==> images/route_heat.png <==
Scale bar: 20 microns. The die is cut into 20 by 16 equal tiles; dark blue is low, red is high, scaled to the fullest tile. Values are wire area over tile area, all layers added.
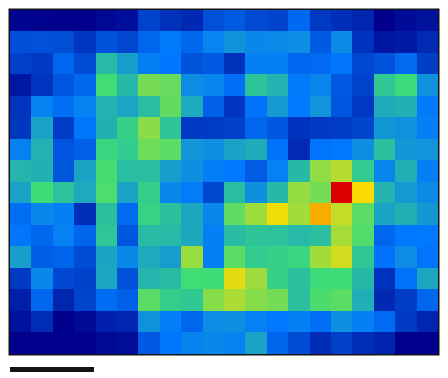
==> images/layers.png <==
Scale bar: 20 microns.
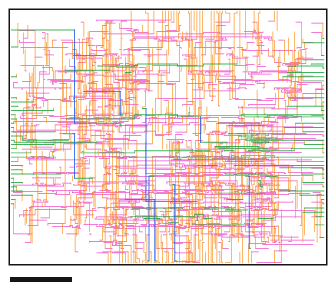
===== config.mk =====
export PLATFORM = sky130hd
export DESIGN_NAME = bus_strobe_ctrl
export DESIGN_NICKNAME = d
export VERILOG_FILES = /design/src/rtl/bus_strobe_ctrl.sv
export SDC_FILE = /design/constraint.sdc
export NUM_CORES = 1
export LEC_CHECK = 0
export ABC_AREA = 1
export CAP_MARGIN = 10
export CORE_ASPECT_RATIO = 0.8
export CORE_UTILIZATION = 42
export CTS_CLUSTER_DIAMETER = 40
export DETAILED_ROUTE_END_ITERATION = 10
export HOLD_SLACK_MARGIN = 0.1
export PLACE_DENSITY_LB_ADDON = 0.15
export RECOVER_POWER = 50
export SYNTH_ARGS = -nofsm -noshare
export SYNTH_HDL_FRONTEND = slang
export SYNTH_SLANG_ARGS = --single-unit

===== constraint.sdc =====
create_clock -name clk -period 1.5 [get_ports clk]
set_clock_uncertainty 0.1 [all_clocks]
set_input_delay 0.3 -clock clk [delete_from_list [all_inputs] [get_ports clk]]
set_output_delay 0.3 -clock clk [all_outputs]
set_load 0.1 [all_outputs]

===== src/rtl/bus_strobe_ctrl.sv =====
// bus_strobe_ctrl
// Sequences MCU parallel-bus accesses into the clk domain. The asynchronous RD/WR
// strobes are synchronised and edge-detected. Each access then produces exactly one
// single-cycle read or write strobe to the decoded register page. Read data from
// that page is captured for the pad driver.
//
// Ports
//   clk, rst_n  system clock, asynchronous active-low reset
//   ADDR        MCU address: [11:8] page, [7:0] register offset
//   RD, WR      MCU strobes (active high, asynchronous to clk)
//   din         write data from the pad input buffer
//   rddat       page read data, page k at [k*DW +: DW]
//   dout        registered read data to the pad driver
//   dout_oe     pad output enable
//   wr_stb      one-hot, one-cycle write strobe per page
//   rd_stb      one-hot, one-cycle read strobe per page
//   addr        latched register offset
//   wrdat       latched write data
//   busy        high whenever the sequencer is not idle
//   err         one-cycle pulse on an unmapped access or an RD/WR collision
module bus_strobe_ctrl #(
  parameter int unsigned NSLV = 4,
  parameter int unsigned DW   = 16
) (
  input  logic               clk,
  input  logic               rst_n,
  input  logic [11:0]        ADDR,
  input  logic               RD,
  input  logic               WR,
  input  logic [DW-1:0]      din,
  input  logic [NSLV*DW-1:0] rddat,
  output logic [DW-1:0]      dout,
  output logic               dout_oe,
  output logic [NSLV-1:0]    wr_stb,
  output logic [NSLV-1:0]    rd_stb,
  output logic [7:0]         addr,
  output logic [DW-1:0]      wrdat,
  output logic               busy,
  output logic               err
);

  typedef enum logic [2:0] {
    IDLE,
    WR_ISSUE,
    RD_ISSUE,
    RD_LATCH,
    RD_HOLD,
    WAIT_LOW
  } state_e;

  // Strobe synchronisers (s1, s2) and edge-detect stage (s3).
  logic rd_s1_q, rd_s2_q, rd_s3_q;
  logic wr_s1_q, wr_s2_q, wr_s3_q;

  state_e              state_q, state_d;
  logic                init_q;
  logic                armed_q, armed_d;
  logic [3:0]          page_q, page_d;
  logic                coll_q, coll_d;
  logic [7:0]          addr_q, addr_d;
  logic [DW-1:0]       wrdat_q, wrdat_d;
  logic [DW-1:0]       dout_q, dout_d;
  logic                dout_oe_q, dout_oe_d;
  logic [NSLV-1:0]     wr_stb_q, wr_stb_d;
  logic [NSLV-1:0]     rd_stb_q, rd_stb_d;
  logic                err_q, err_d;
  logic                busy_q, busy_d;

  logic                rd_rise, wr_rise;
  logic                mapped;
  logic [NSLV-1:0]     page_onehot;
  logic [DW-1:0]       page_data;

  assign rd_rise = rd_s2_q & ~rd_s3_q;
  assign wr_rise = wr_s2_q & ~wr_s3_q;

  // Page decode. An unmapped page leaves the one-hot and the read data at zero.
  always_comb begin
    mapped      = 32'(page_q) < NSLV;
    page_onehot = '0;
    page_data   = '0;
    for (int unsigned k = 0; k < NSLV; k++) begin
      if (32'(page_q) == k) begin
        page_onehot[k] = 1'b1;
        page_data      = rddat[k*DW +: DW];
      end
    end
  end

  always_comb begin
    state_d   = state_q;
    page_d    = page_q;
    coll_d    = coll_q;
    addr_d    = addr_q;
    wrdat_d   = wrdat_q;
    dout_d    = dout_q;
    dout_oe_d = dout_oe_q;
    wr_stb_d  = '0;
    rd_stb_d  = '0;
    err_d     = 1'b0;

    // Arming is gated by init_q. The synchroniser reset values are not real samples,
    // so both strobes must actually be seen low on the pins. A strobe held high through
    // reset release therefore never looks like a fresh rise.
    armed_d = armed_q | (init_q & ~rd_s1_q & ~rd_s2_q & ~wr_s1_q & ~wr_s2_q);

    unique case (state_q)
      IDLE: begin
        if (armed_q && wr_rise) begin
          addr_d  = ADDR[7:0];
          wrdat_d = din;
          page_d  = ADDR[11:8];
          coll_d  = rd_rise;
          state_d = WR_ISSUE;
        end else if (armed_q && rd_rise) begin
          addr_d  = ADDR[7:0];
          page_d  = ADDR[11:8];
          coll_d  = 1'b0;
          state_d = RD_ISSUE;
        end
      end
      WR_ISSUE: begin
        wr_stb_d = page_onehot;
        err_d    = ~mapped | coll_q;
        state_d  = WAIT_LOW;
      end
      RD_ISSUE: begin
        rd_stb_d = page_onehot;
        err_d    = ~mapped;
        state_d  = RD_LATCH;
      end
      RD_LATCH: begin
        dout_d    = page_data;
        dout_oe_d = 1'b1;
        state_d   = RD_HOLD;
      end
      RD_HOLD: begin
        // A low synchronised level also covers a fall that has already been seen.
        if (!rd_s2_q) begin
          dout_oe_d = 1'b0;
          state_d   = IDLE;
        end
      end
      WAIT_LOW: begin
        if (!wr_s2_q && !rd_s2_q) begin
          state_d = IDLE;
        end
      end
      default: state_d = IDLE;
    endcase

    busy_d = (state_d != IDLE);
  end

  always_ff @(posedge clk or negedge rst_n) begin
    if (!rst_n) begin
      rd_s1_q   <= 1'b0;
      rd_s2_q   <= 1'b0;
      rd_s3_q   <= 1'b0;
      wr_s1_q   <= 1'b0;
      wr_s2_q   <= 1'b0;
      wr_s3_q   <= 1'b0;
      init_q    <= 1'b0;
      armed_q   <= 1'b0;
      state_q   <= IDLE;
      page_q    <= '0;
      coll_q    <= 1'b0;
      addr_q    <= '0;
      wrdat_q   <= '0;
      dout_q    <= '0;
      dout_oe_q <= 1'b0;
      wr_stb_q  <= '0;
      rd_stb_q  <= '0;
      err_q     <= 1'b0;
      busy_q    <= 1'b0;
    end else begin
      rd_s1_q   <= RD;
      rd_s2_q   <= rd_s1_q;
      rd_s3_q   <= rd_s2_q;
      wr_s1_q   <= WR;
      wr_s2_q   <= wr_s1_q;
      wr_s3_q   <= wr_s2_q;
      init_q    <= 1'b1;
      armed_q   <= armed_d;
      state_q   <= state_d;
      page_q    <= page_d;
      coll_q    <= coll_d;
      addr_q    <= addr_d;
      wrdat_q   <= wrdat_d;
      dout_q    <= dout_d;
      dout_oe_q <= dout_oe_d;
      wr_stb_q  <= wr_stb_d;
      rd_stb_q  <= rd_stb_d;
      err_q     <= err_d;
      busy_q    <= busy_d;
    end
  end

  assign dout    = dout_q;
  assign dout_oe = dout_oe_q;
  assign wr_stb  = wr_stb_q;
  assign rd_stb  = rd_stb_q;
  assign addr    = addr_q;
  assign wrdat   = wrdat_q;
  assign busy    = busy_q;
  assign err     = err_q;

endmodule

==> summary.txt <==
Notes on the physical implementation.

- Across the VDD grid, the largest voltage drop is 1.61 mV.
- Looking at the area split, the leading class of cells is buffers.
- After synthesis, the design contains 437 cells according to Yosys.
- The count of vias placed by the detailed router is 3487, for reference.
- The cell with the most instances after synthesis is nand2_1, for reference.
- Power comes to 14.9 mW.
- The number of enable flip-flop cells is 0, for reference.
- The analysis attributes to cell leakage a power of 2.83 nW.
- The mapped cell area is 3330 sq um, for reference.
- 305 cells are multi-input combinational gates.
- Subtracting the final worst setup slack from the clock period gives 1440 ps.
- The global router's overall resource usage is 25.0%, for reference.
- In the final layout, excluding clock buffers the buffer count is 164.
- The synthesis-stage register bit count is 67, for reference.
- According to the cell report, flip-flops and latches in the layout number 67.
- The proportion of layout cells with a drive suffix above 1 is 17.0%, for reference.
- The total number of yosys warnings is 0, for reference.
- STA reports a reg2reg setup slack of 60 ps.
- The detail-routed via count per cell is 4.98, for reference.
- According to the floorplan report, the die height is 81.6 microns.
- The pin count of the biggest net entering global routing is 68, for reference.
- The first global-routing pass estimated 15.6 mm of wire.
- The worst hold path begins at rd_s1_q.
- The clock-pin slew of the registers on the worst-case setup and hold paths is 80 ps, for reference.
- The run finished with clean final reports.
- Counting the fill cells in the layout gives 544.
- The total overflow reported by the global router is 0, for reference.
- Before placement the cells fill 44.2% of the core.
- After synthesis, the netlist uses 23 different library cells.
- The met1 global-route usage is 32.6%, for reference.
Back to the opening pictures, route_heat.png:
The emptiest ninth of the die: lower left. The fullest tile reaches 0.72. The mean over all tiles is 0.21.

Back to the opening pictures, layers.png:
Blue stands for M4, wire length 184 microns. Green stands for M3, wire length 1120 microns. Magenta stands for M1, wire length 4190 microns. Orange stands for M2, wire length 4920 microns.

==> logic make-up after synthesis <==
logic type      Yosys count  synth area share [%]
simple gates            286                  36.6
buf+inv                  65                  9.71
flops                    67                  50.4
compound gates           18                  3.16
other cells               1                 0.113
==> worst max-delay path: stages, from the launching register on <==
cell and delay (ps):
dfrtp_1 430, inv_2 100, nand2_2 90, nor2_4 190, buf_12 170, nand2_1 60, nor2_1 110, nand2_1 80
nand2_1 60
==> where the power goes <==
group / leakage (nW) / total (mW) / switching (mW) / internal (mW)
Combinational: 1.91 / 10.1 / 6.48 / 3.59
Clock: 0.106 / 1.59 / 0.726 / 0.864
Sequential: 0.811 / 3.24 / 0.747 / 2.49
No activity file was given, so power comes from the tool's default toggle rates.
